==> config.mk <==
export PLATFORM = sky130hd
export DESIGN_NAME = timer_cnt_ctrl
export DESIGN_NICKNAME = d
export VERILOG_FILES = /design/src/rtl/timer_cnt_ctrl.sv
export SDC_FILE = /design/constraint.sdc
export NUM_CORES = 1
export LEC_CHECK = 0
export ABC_AREA = 0
export CAP_MARGIN = 30
export CORE_MARGIN = 2
export CORE_UTILIZATION = 45
export CTS_BUF_LIST = sky130_fd_sc_hd__clkbuf_8
export DETAILED_ROUTE_END_ITERATION = 12
export PLACE_DENSITY = 0.75
export SYNTH_ARGS = -nofsm -noshare
export SYNTH_HDL_FRONTEND = slang
export SYNTH_SLANG_ARGS = --single-unit
==> constraint.sdc <==
create_clock -name clk -period 2.9 [get_ports clk]
set_input_delay 0.58 -clock clk [delete_from_list [all_inputs] [get_ports clk]]
set_output_delay 0.58 -clock clk [all_outputs]
set_load 0.02 [all_outputs]
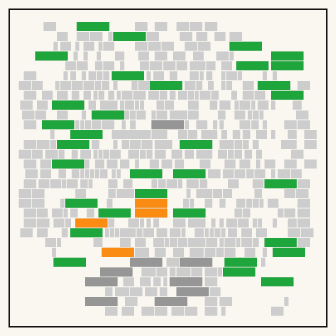
*Register map, names as in the netlist*
`pcnt_q`: drawn in orange, sequential cells 4. `cnt_val`: drawn in green, sequential cells 32, where spread over the die.
Sequential cell area: 0.001126 sq mm
sequential share of cell area: 26.78%
power attributed to sequential cells: 660 uW
final core utilization: 62.24%

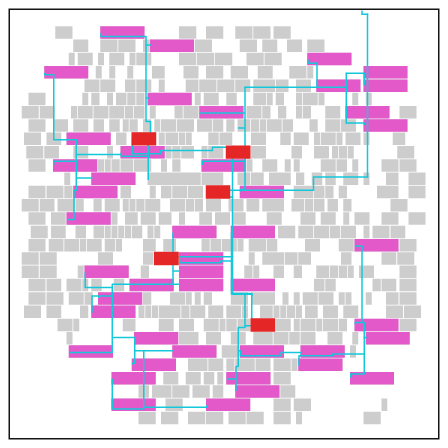
*Clock network drawn from the DEF*
flip-flops: drawn in magenta, count 45. clock wires: drawn in cyan, length 595 um. cells driving clock nets: drawn in red, count 5.
There are 6 routed clock nets.
clock skew after layout: 8.377 ps
relative contribution of the clock network to total power: 35.4%

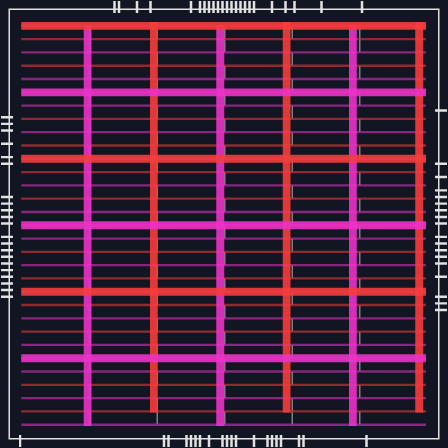
*PDN straps and rails*
Pins as bars on the die edge. Tap cells in gray.
VSS: drawn in magenta. VDD: drawn in red.
6 straps on met4. 31 met1 rails follow the rows. 82 signal pins sit on the boundary. The core has 30 rows. 6 straps on met5.
Die Span Y: 87.56 um
floorplan core area: 0.006756 sq mm

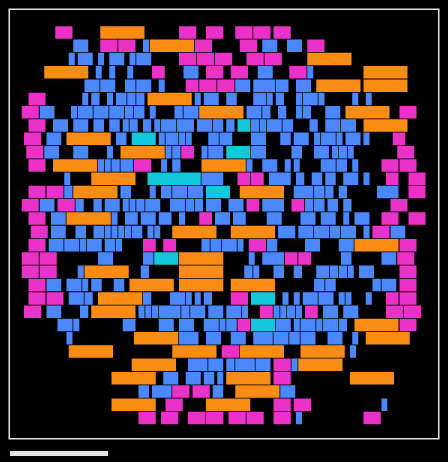
*Cell classes on the final placement*
The bar under the picture is 20 um long.
all other logic: drawn in blue, cells 298, share of their area 47%. flip-flops: drawn in orange, cells 45, share of their area 27%. other buffers and delay cells: drawn in magenta, cells 97, share of their area 23%. clock drivers and dummy loads: drawn in cyan, cells 8, share of their area 2.9%.
site row count: 30
post-route cell area: 0.004205 sq mm

==> qor_table.md <==
| Stage | Parameter | Reported |
|:---|:---|:---|
| status | Outcome | complete, no violations |
| setup path | Crit path max-delay cell type | sky130_fd_sc_hd__clkdlybuf4s50_1 |
| synthesis | Register share after synthesis | 35.84% |
| layout | Most frequent cells in the layout | sky130_fd_sc_hd__clkdlybuf4s50_1, sky130_fd_sc_hd__xnor2_1, sky130_fd_sc_hd__nor2_1, sky130_fd_sc_hd__dfrtp_1, sky130_fd_sc_hd__xor2_1 |
| power and ir drop | Group with the largest share of power | sequential cells |
| setup path | Delay-heaviest family, CP | buffers and inverters |
| power and ir drop | Total Power | 1419 uW |
| power and ir drop | Internal Pwr Total | 1056 uW |
| power and ir drop | Power in the clock group | 503 uW |
| grt | Number of antenna violations at the first check in global routing | 0 |
| layout | Number of inverters outside the clock class in the layout | 10 |
| power and ir drop | Net Sw Power | 363.5 uW |
| timing | Top achievable clock speed | 360.8 MHz |
| clock tree | Root cell of the clock tree | sky130_fd_sc_hd__clkbuf_8 |
| grt | Vias in the first global route | 2853 |
| synthesis | Most used flip-flop cell | sky130_fd_sc_hd__dfrtp_1 |
| power and ir drop | Sequential share of power | 46.5% |
| setup path | Cell count of the worst reg-to-reg path | 8 |
| routing | Wirelength per Cell | 15.58 um |
| grt | Met3 Usage GRT | 3.487% |
| routing | Amount of wire on met3 after detailed routing | 499 um |
| floorplan | Top-Level Pins | 82 |
| placed design | Detailed Place HPWL | 6.238 mm |
| synthesis | Yosys Warn Count | 0 |
| synthesis | Xor+xnor area frac | 24.53% |
| setup path | Worst Path Arrival | 2190 ps |
| clock tree | Total CTS buffers | 5 |
| grt | Pin count of the biggest net entering global routing | 33 |
| routing | Wirelength, routed | 8.227 mm |
| synthesis | Simple-gate portion of the synthesized area | 25.69% |
| power and ir drop | Fraction of power spent switching nets | 25.61% |
| synthesis | Leading post-synthesis cells by instance count | sky130_fd_sc_hd__xnor2_1, sky130_fd_sc_hd__nor2_1, sky130_fd_sc_hd__dfrtp_1 |
| synthesis | Adder-cell area share of the yosys netlist | 0.7965% |
| routing | Topmost layer with routed signal wires | met4 |
| synthesis | Fraction of synthesized cell area taken by the top area cell type | 35.84% |
| grt | First-pass GRT wire length | 13.42 mm |
| flow run | OpenROAD warnings | 27 |
| power and ir drop | Static leakage | 0.001576 uW |
| layout | Net count, final | 494 |
| timing | Final sum of negative setup slack | 0 ps |
| min path | Cell depth of the worst hold path | 1 |
| synthesis | Nets at Floorplan | 408 |
| clock tree | Buffer count from post-CTS setup fixing | 0 |
| synthesis | Netlist Area Pre-Place | 0.003142 sq mm |
| grt | GR met1 Demand/Resource | 29.16% |
| timing | Number of slew-limit violations in the final report | 0 |
| timing | Count of endpoints failing hold in the final timing report | 0 |
| grt | Most congested layer reported by global routing | met2 |
| layout | Clock buffers | 6 |
| clock tree | Number of H-tree levels | 2 |
| floorplan | Tap cell instance count | 80 |
| layout | Fin cells | 528 |
| synthesis | Number of cells in Yosys stat | 361 |
| routing | Vias after detailed routing | 2922 |
| clock tree | Number of hold buffers added after cts | 0 |
| timing | Headroom to the max-slew limit | 47.65% |
| setup path | Nature of the critical path endpoint | output pin |
| clock tree | Maximum root-to-sink buffer count | 2 |
| layout | Filler instances | 591 |
| placed design | Final weighted congestion in routability-driven placement | 0.8559 |
| power and ir drop | Logic gate share of total power | 18.0% |
| placed design | Buffers added on ports | 79 |
| setup path | Longest individual stage delay on the worst path | 600 ps |
| synthesis | Cell types occupying the most area after synthesis | sky130_fd_sc_hd__dfrtp_1, sky130_fd_sc_hd__xnor2_1, sky130_fd_sc_hd__xor2_1 |
| routing | Met1 routed wirelength after detailed routing | 3.562 mm |
| power and ir drop | Comb group | 256 uW |
| synthesis | Portion of netlist area occupied by mux cells | 2.111% |
| timing | Setup repair after global routing missed its margin | no |
| synthesis | Count of flip-flops with a built-in enable after synthesis | 0 |
| layout | Relative area change from synthesis to final layout | 33.85% |
| layout | Non-clock buffer instance count of the final layout | 97 |
| routing | Drt via density | 5.534 |
| timing | Worst-case hold slack | 510.7 ps |
| routing | Total met2 wirelength after detailed routing | 3.980 mm |
| flow run | Reported max-cap violation count | 0 |
| setup path | WP data required | 2320 ps |
| synthesis | Avg Inst Size Synth | 8.703 sq um |
| layout | Most frequent logic cell in the layout | sky130_fd_sc_hd__clkdlybuf4s50_1 |
| setup path | Critical Path Start Type | register |
| clock tree | CTS tree | built |
| synthesis | Synth area leader | sky130_fd_sc_hd__dfrtp_1 |
| placed design | Worst Setup Slack post-DPL | 227.2 ps |
| placed design | Cell area after placement | 0.004084 sq mm |
| min path | Worst hold path class | reg2reg |
| setup path | Critical path class | reg2out |
| setup path | Internal reg-to-reg setup slack | 240 ps |
| setup path | Buffering stage count on the worst path with inverters included | 2 |
Power and IR drop assume default switching activity.
